**Placed cells, one color a class**

Bar = 100 um.
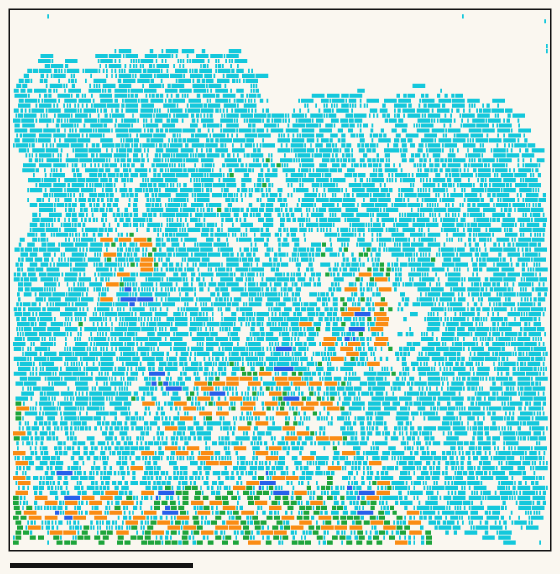
**Clock wires, drivers and flops**

Bar = 100 um.
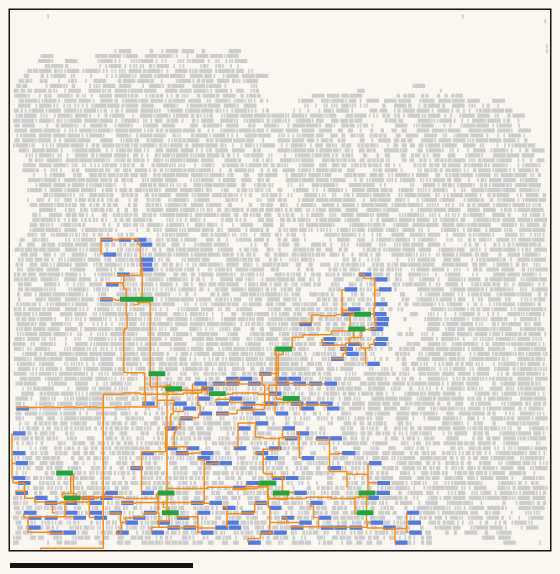
## src/rtl/rotation_engine.sv

```systemverilog
// Memory-to-memory image rotation engine: APB register slave plus an AHB master
// that moves one 32-bit pixel at a time, with a single transfer outstanding.
module rotation_engine #(
  parameter int DIM_W = 16
) (
  input  logic        I_HCLK,
  input  logic        I_HRESET,
  input  logic [31:0] I_REG_PADDR,
  input  logic [31:0] I_REG_PWDATA,
  input  logic        I_REG_PSEL,
  input  logic        I_REG_PENABLE,
  input  logic        I_REG_PWRITE,
  output logic [31:0] O_REG_PRDATA,
  output logic [31:0] O_DMA_HADDR,
  output logic [31:0] O_DMA_HWDATA,
  output logic [1:0]  O_DMA_HTRANS,
  output logic [2:0]  O_DMA_HSIZE,
  output logic [3:0]  O_DMA_HBURST,
  output logic        O_DMA_HBUSREQ,
  output logic        O_DMA_HWRITE,
  input  logic        I_DMA_HGRANT,
  input  logic        I_DMA_HREADY,
  input  logic [31:0] I_DMA_HRDATA,
  output logic        O_INTR_DONE
);

  localparam logic [7:0] A_SRC   = 8'h00;
  localparam logic [7:0] A_DST   = 8'h04;
  localparam logic [7:0] A_HGT   = 8'h08;
  localparam logic [7:0] A_WID   = 8'h0C;
  localparam logic [7:0] A_MODE  = 8'h18;
  localparam logic [7:0] A_DIR   = 8'h1C;
  localparam logic [7:0] A_START = 8'h20;
  localparam logic [7:0] A_SRST  = 8'h24;
  localparam logic [7:0] A_ICLR  = 8'h34;

  localparam logic [1:0] T_IDLE   = 2'b00;
  localparam logic [1:0] T_NONSEQ = 2'b10;

  localparam logic [DIM_W-1:0] ONE = DIM_W'(1);

  typedef enum logic [2:0] {
    S_IDLE,
    S_RD_ADDR,
    S_RD_DATA,
    S_WR_ADDR,
    S_WR_DATA,
    S_DONE
  } state_e;

  state_e           state_q;
  logic [31:0]      src_q;
  logic [31:0]      dst_q;
  logic [DIM_W-1:0] height_q;
  logic [DIM_W-1:0] width_q;
  logic [1:0]       mode_q;
  logic             dir_q;
  logic             intr_q;
  logic [DIM_W-1:0] r_q;
  logic [DIM_W-1:0] c_q;
  logic [31:0]      pix_q;

  logic [7:0] addr;
  logic       apb_wr;
  logic       cfg_wr;
  logic       start_wr;
  logic       srst_wr;
  logic       iclr_wr;
  logic       last_px;
  logic       last_col;
  logic       busy;

  logic [31:0] unused_paddr;
  assign unused_paddr = {I_REG_PADDR[31:8], 8'h00};

  assign addr     = I_REG_PADDR[7:0];
  assign busy     = (state_q != S_IDLE);
  assign apb_wr   = I_REG_PSEL & I_REG_PENABLE & I_REG_PWRITE;
  assign cfg_wr   = apb_wr & ~busy;
  assign start_wr = apb_wr & (addr == A_START) & I_REG_PWDATA[0];
  assign srst_wr  = apb_wr & (addr == A_SRST) & I_REG_PWDATA[0];
  assign iclr_wr  = apb_wr & (addr == A_ICLR) & I_REG_PWDATA[0];
  assign last_col = (c_q == width_q - ONE);
  assign last_px  = last_col & (r_q == height_q - ONE);

  logic [1:0]  rot;
  logic [31:0] r32, c32, h32, w32;
  logic [31:0] src_idx, dst_idx;
  logic [31:0] src_addr, dst_addr;

  assign rot = dir_q ? (2'd0 - mode_q) : mode_q;
  assign r32 = 32'(r_q);
  assign c32 = 32'(c_q);
  assign h32 = 32'(height_q);
  assign w32 = 32'(width_q);

  always_comb begin
    src_idx = r32 * w32 + c32;
    dst_idx = src_idx;
    unique case (rot)
      2'd0: dst_idx = src_idx;
      2'd1: dst_idx = c32 * h32 + h32 - 32'd1 - r32;
      2'd2: dst_idx = (h32 - 32'd1 - r32) * w32 + w32 - 32'd1 - c32;
      2'd3: dst_idx = (w32 - 32'd1 - c32) * h32 + r32;
      default: dst_idx = src_idx;
    endcase
    src_addr = src_q + {src_idx[29:0], 2'b00};
    dst_addr = dst_q + {dst_idx[29:0], 2'b00};
  end

  // Address phase is only presented once the arbiter has granted the bus.
  always_comb begin
    O_DMA_HTRANS  = T_IDLE;
    O_DMA_HADDR   = 32'h0;
    O_DMA_HWRITE  = 1'b0;
    O_DMA_HWDATA  = 32'h0;
    O_DMA_HBUSREQ = 1'b0;
    unique case (state_q)
      S_RD_ADDR: begin
        O_DMA_HBUSREQ = 1'b1;
        if (I_DMA_HGRANT) begin
          O_DMA_HTRANS = T_NONSEQ;
          O_DMA_HADDR  = src_addr;
        end
      end
      S_RD_DATA: O_DMA_HBUSREQ = 1'b1;
      S_WR_ADDR: begin
        O_DMA_HBUSREQ = 1'b1;
        if (I_DMA_HGRANT) begin
          O_DMA_HTRANS = T_NONSEQ;
          O_DMA_HADDR  = dst_addr;
          O_DMA_HWRITE = 1'b1;
        end
      end
      S_WR_DATA: begin
        O_DMA_HBUSREQ = 1'b1;
        O_DMA_HWDATA  = pix_q;
      end
      default: ;
    endcase
  end

  assign O_DMA_HSIZE  = 3'b010;
  assign O_DMA_HBURST = 4'b0000;
  assign O_INTR_DONE  = intr_q;

  always_comb begin
    O_REG_PRDATA = 32'h0;
    if (I_REG_PSEL && !I_REG_PWRITE) begin
      case (addr)
        A_SRC:   O_REG_PRDATA = src_q;
        A_DST:   O_REG_PRDATA = dst_q;
        A_HGT:   O_REG_PRDATA = 32'(height_q);
        A_WID:   O_REG_PRDATA = 32'(width_q);
        A_MODE:  O_REG_PRDATA = {30'h0, mode_q};
        A_DIR:   O_REG_PRDATA = {31'h0, dir_q};
        A_START: O_REG_PRDATA = {31'h0, busy};
        A_ICLR:  O_REG_PRDATA = {31'h0, intr_q};
        default: O_REG_PRDATA = 32'h0;
      endcase
    end
  end

  always_ff @(posedge I_HCLK) begin
    if (I_HRESET) begin
      state_q  <= S_IDLE;
      src_q    <= 32'h0;
      dst_q    <= 32'h0;
      height_q <= '0;
      width_q  <= '0;
      mode_q   <= 2'd0;
      dir_q    <= 1'b0;
      intr_q   <= 1'b0;
      r_q      <= '0;
      c_q      <= '0;
      pix_q    <= 32'h0;
    end else begin
      if (cfg_wr) begin
        case (addr)
          A_SRC:  src_q    <= {I_REG_PWDATA[31:2], 2'b00};
          A_DST:  dst_q    <= {I_REG_PWDATA[31:2], 2'b00};
          A_HGT:  height_q <= I_REG_PWDATA[DIM_W-1:0];
          A_WID:  width_q  <= I_REG_PWDATA[DIM_W-1:0];
          A_MODE: mode_q   <= I_REG_PWDATA[1:0];
          A_DIR:  dir_q    <= I_REG_PWDATA[0];
          default: ;
        endcase
      end
      if (iclr_wr) intr_q <= 1'b0;
      unique case (state_q)
        S_IDLE: begin
          if (start_wr) begin
            intr_q <= 1'b0;
            r_q    <= '0;
            c_q    <= '0;
            if (height_q == '0 || width_q == '0) state_q <= S_DONE;
            else state_q <= S_RD_ADDR;
          end
        end
        S_RD_ADDR: begin
          if (I_DMA_HGRANT && I_DMA_HREADY) state_q <= S_RD_DATA;
        end
        S_RD_DATA: begin
          if (I_DMA_HREADY) begin
            pix_q   <= I_DMA_HRDATA;
            state_q <= S_WR_ADDR;
          end
        end
        S_WR_ADDR: begin
          if (I_DMA_HGRANT && I_DMA_HREADY) state_q <= S_WR_DATA;
        end
        S_WR_DATA: begin
          if (I_DMA_HREADY) begin
            if (last_px) begin
              state_q <= S_DONE;
            end else begin
              state_q <= S_RD_ADDR;
              if (last_col) begin
                c_q <= '0;
                r_q <= r_q + ONE;
              end else begin
                c_q <= c_q + ONE;
              end
            end
          end
        end
        S_DONE: begin
          intr_q  <= 1'b1;
          state_q <= S_IDLE;
        end
        default: state_q <= S_IDLE;
      endcase
      // Soft reset overrides any in-flight transfer and a pending done event.
      if (srst_wr) begin
        state_q <= S_IDLE;
        intr_q  <= 1'b0;
      end
    end
  end

endmodule

```

## config.mk

```make
export PLATFORM = sky130hd
export DESIGN_NAME = rotation_engine
export DESIGN_NICKNAME = d
export VERILOG_FILES = /design/src/rtl/rotation_engine.sv
export SDC_FILE = /design/constraint.sdc
export NUM_CORES = 2
export LEC_CHECK = 0
export CORE_MARGIN = 1
export CORE_UTILIZATION = 60
export DETAILED_ROUTE_END_ITERATION = 7
export HOLD_SLACK_MARGIN = 0.08
export PLACE_DENSITY = 0.79
export SETUP_SLACK_MARGIN = 0.5
export SYNTH_ARGS = -nofsm -noshare
export SYNTH_HDL_FRONTEND = slang
export SYNTH_SLANG_ARGS = --single-unit
```

## constraint.sdc

```tcl
create_clock -name I_HCLK -period 35.2 [get_ports I_HCLK]
set_input_delay 3.52 -clock I_HCLK [delete_from_list [all_inputs] [get_ports I_HCLK]]
set_output_delay 3.52 -clock I_HCLK [all_outputs]
set_load 0.1 [all_outputs]
```

==> deck_impl_summary.md <==
Run Summary

Setup path
  • Critical R2R Launch: width_q[1]$_SDFFE_PP0P_
  • Crit-path max cell delay: 1.01 ns
  • Crit path depth: 45
  • R2R Setup Slk: 29.28 ns
  • Critical path buffer and inverter count: 7
  • Worst path required time: 31.68 ns
  • Top delay family on crit path: AND-OR/OR-AND gates
  • CP max-delay cell: clkdlybuf4s50_1
  • Arr. time, crit path: 15.12 ns
  • CP startpoint: r_q[2]$_SDFFE_PP0P_

Outcome
  • Failing checks: DRC
  • Status: finished with violations

Power
  • Sw Ratio: 36.0%
  • Gate power share: 23.7%
  • Static Leak: 26.8 nW
  • Sequential Power Share: 38.4%
  • P_int: 0.000325 W
  • Psw: 0.000183 W

Synth
  • Async set-reset flop share out of synthesis: 0%
  • Adder Area Share: 49.6%
  • Yosys cell types: 83
  • Cell area leaders: fa_1 (38%), ha_1 (11%), inv_1 (9.6%)
  • Synth area leader: fa_1
  • Cell with the most instances after synthesis: inv_1
  • Simple-Gate Area Share: 17.2%
  • Top logic family: adder cells
  • Main synth FF type: dfxtp_1
  • Yosys reg bits: 163
  • Mux share: 0.507%

Placed design
  • Setup WS pre-CTS: 17.62 ns
  • I/O Buffers: 176
  • Gpl congestion: 1.00
  • Placed insts: 7443
  • Dpl hpwl: 126 mm

Detailed routing
  • Via Count: 44082
  • Met2 wire len: 74.8 mm
  • Vias per cell: 5.89
  • DR iter-0 viols: 4279
  • DRC: 2

Floorplan
  • Total die size: 87500 um2
  • Core Region: 85400 um2
  • I/O pin count: 211
  • Die width: 296 um

Global route
  • Vias in the first global route: 45420
  • Pin count of the biggest net entering global routing: 86
  • Total gr overflow: 0
  • Global Route Usage Sum: 38.8%
  • M2 GR Usage: 61.8%
  • GR Util met3: 11.5%
  • First-pass GRT wire length: 255 mm

Clock tree
  • CTS sink cnt: 163
  • Root Driver: clkbuf_16
  • CTS H-tree lvls: 4
  • Hold Buf Count CTS: 0

Layout
  • Comb/total area: 76.9%
  • Fin cells: 7479
  • Clock-cell share: 1.02%
  • Inverters, non-clock: 1342
  • FILL cells: 7291
  • Nets: 7881
  • Most numerous logic cells after layout: inv_1 (1324), fa_1 (988), nand2_1 (985)
  • Largest register FFs: 32
  • Clkbuf count: 19
  • Registers: 163
  • Gate Area: 42500 um2
  • Non-clk bufs: 270
  • Share of layout cells above drive strength 1: 2.87%

Final timing
  • Final Cycle Share: 53.0%
  • Final setup TNS: 0 ns
  • Final setup viols: 0
  • Min setup slack post-route: 16.56 ns
  • Final hold violation count: 0
  • Fin crit period: 18.64 ns
  • Slew @ Worst Pin: 1.36 ns
  • Worst rel slew slack: 8.99%
  • RSZ-0062 raised after global routing: no
  • Pins over their slew limit: 0

Worst hold path
  • Worst Hold Class: register to register
  • Hold Path End: pix_q[9]$_SDFFE_PP0P_
  • Hold Crit Depth: 2

Flow run
  • Max cap viols: 0
  • Tool warnings: 52
About 'placed cells, one color a class':
class	color	cells	share of their area
remaining logic cells	cyan	5866	88%
registers	orange	163	6.1%
clock drivers and dummy loads	blue	32	1.0%
remaining buffers and delay cells	green	270	4.6%
# rows: 107
post-layout util: 64.7%
post-route cell area: 55300 um2
flop share of the area: 5.91%

About 'clock wires, drivers and flops':
[clock-net drivers] green | count: 17
[clock wires] orange | length: 2720 um
[flip-flops] blue | count: 163
routed clock nets	18
Clock Power Share: 38.0%
Clk Latency, worst-skew pair: 0.48 ns
P_clk: 0.000193 W
skew final: 0.0140 ns

Power figures rest on the tool's default switching activity, not on a simulated workload.
